Design tetris_move_sched, sky130hd; sources not shown.
I/O nets highlighted:
Bar = 50 um.
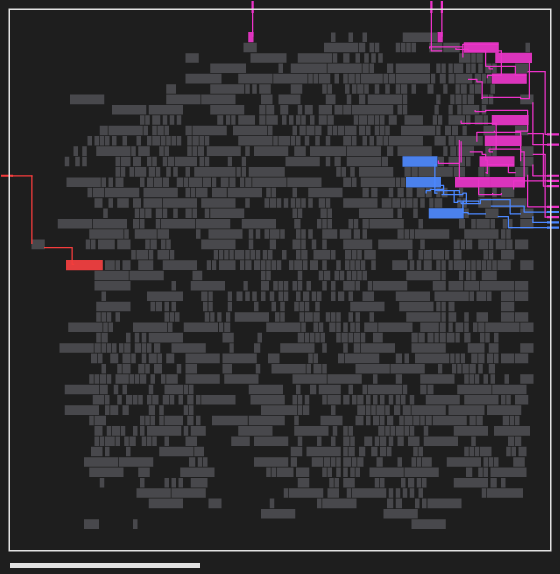
left: shown in red, bits 1, direction input, end cells 1, buffers 1, wire 35.4 um. ref_x: shown in magenta, bits 10, direction output, end cells 10, buffers 8, wire 370 um. mv_dir: shown in blue, bits 3, direction output, end cells 3, buffers 3, wire 112 um.
IO buf count: 33
I/O pins: 38

Placement by cell class:
Fill, decap, tap and diode cells in grey.
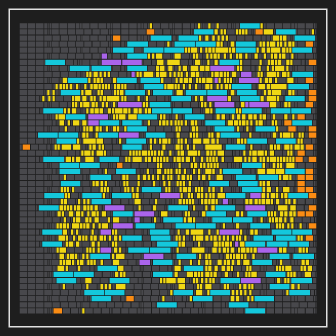
combinational and other logic: shown in yellow, cells 900, share of their area 48%. remaining buffers and delay cells: shown in orange, cells 34, share of their area 3.8%. clock drivers and dummy loads: shown in purple, cells 32, share of their area 6.8%. sequential cells: shown in cyan, cells 145, share of their area 41%.
Seq/total area: 0.3963
Finished Core Util: 0.5292
fin area: 9216 um2

==> results_slide.txt <==
Physical Implementation Snapshot

Layout
  – Non-CTS inverters: 148
  – Post-layout nets: around 1100
  – Area added between synthesis and finish: 14.43%
  – Number of flip-flops in the largest register: 72
  – Non-filler instance count after layout: 1336
  – Multi-input gates: roughly 750
  – Multi-input gate area: 3775 um2
  – Signal buffers: 34

Routing
  – ANT nets after route: 0

Final timing
  – Max-slew violations: 0
  – # setup viols final: 0
  – Clock skew: 0.007351 ns
  – Hold slack: 0.1620 ns
  – Max-slew headroom: 0.4210
  – RSZ-0062 raised after global routing: no

Synthesis
  – EDFF count, synth: 0
  – #FFs+latches synth: between 100 and 150
  – Cell Area, Synth: about 8100 um2
  – Average size of a mapped cell: 7.649 um2
  – Ao+oa area frac: 0.06261
  – Multiplexer share: 0
  – Asr flop ratio synth: 1.000
  – Chip Area, Yosys: 8054 um2
  – Commonest flop: dfrtp_1

CTS
  – TritonCTS Sinks: roughly 150
  – CTS resizes: 0
  – Setup bufs post-CTS: 0
  – Max H-tree Level: 4

Floorplan
  – Chip width: around 140 um
  – Floorplan utilization: 0.4624
  – Die area: a little over 20000 um2
  – Die Span Y: 141.8 um

Global route
  – First-pass GRT wire length: 27820 um
  – Gr ovfl total: 0

Critical path
  – Slowest cell on crit path: clkdlybuf4s50_1
  – Worst-path cell chain: nor2_4 -> nand2_1 -> inv_2 -> clkdlybuf4s50_1
  – Crit. End Element: primary output
  – CP Launch Type: flip-flop
  – Crit path max fanout: 8

Run
  – Count of tool warnings: 26
  – Max Cap Viol: 0

Place
  – Post-Place Cell Area: around 8600 um2
  – GPL Wtd Cong: 0.8785

Power
  – PD cells: 328.2 nW/um2

Outcome
  – Run status: complete, no violations
-- routing by layer --
| metal | track usage | routed length [um] |
|---|---|---|
| met1 | 0.2215 | 7634 |
| met4 | 0.05303 | 168 |
| met2 | 0.2766 | 7594 |
| met3 | 0.03000 | 562 |
| met5 | 0 | 0 |
-- synthesized netlist by cell type, types with 2 or more instances --
master | count | area [um2]
nor3_2 | 5 | 50.05
nor3_4 | 5 | 81.33
xnor2_1 | 11 | 96.34
o21ai_1 | 10 | 50.05
dfrtp_1 | 126 | 3153
nand2_2 | 7 | 43.79
nor2_1 | 201 | 754.5
ha_1 | 12 | 150.1
nand3_2 | 4 | 40.04
a31oi_1 | 3 | 18.77
inv_1 | 127 | 476.7
nor3b_1 | 4 | 30.03
nor2_2 | 4 | 25.02
nor2_4 | 5 | 56.30
xor2_1 | 29 | 254.0
a31o_2 | 2 | 17.52
inv_2 | 20 | 75.07
o21bai_1 | 3 | 22.52
buf_6 | 2 | 22.52
nand2_1 | 235 | 882.1
o21ai_0 | 31 | 155.2
nand4_1 | 31 | 193.9
dfstp_2 | 19 | 499.2
nor3_1 | 37 | 185.2
or2_2 | 4 | 25.02
buf_4 | 5 | 37.54
a21oi_1 | 24 | 120.1
nand3_1 | 58 | 290.3
o22ai_1 | 3 | 18.77
buf_2 | 4 | 20.02
-- power by group --
| part | internal, mW | total (mW) | switching, mW |
|---|---|---|---|
| Combinational | 0.247 | 0.640 | 0.393 |
| Clock | 0.724 | 1.15 | 0.426 |
| Sequential | 1.14 | 1.24 | 0.0953 |
| Total | 2.11 | 3.03 | 0.914 |
Power figures rest on the tool's default switching activity, not on a simulated workload.
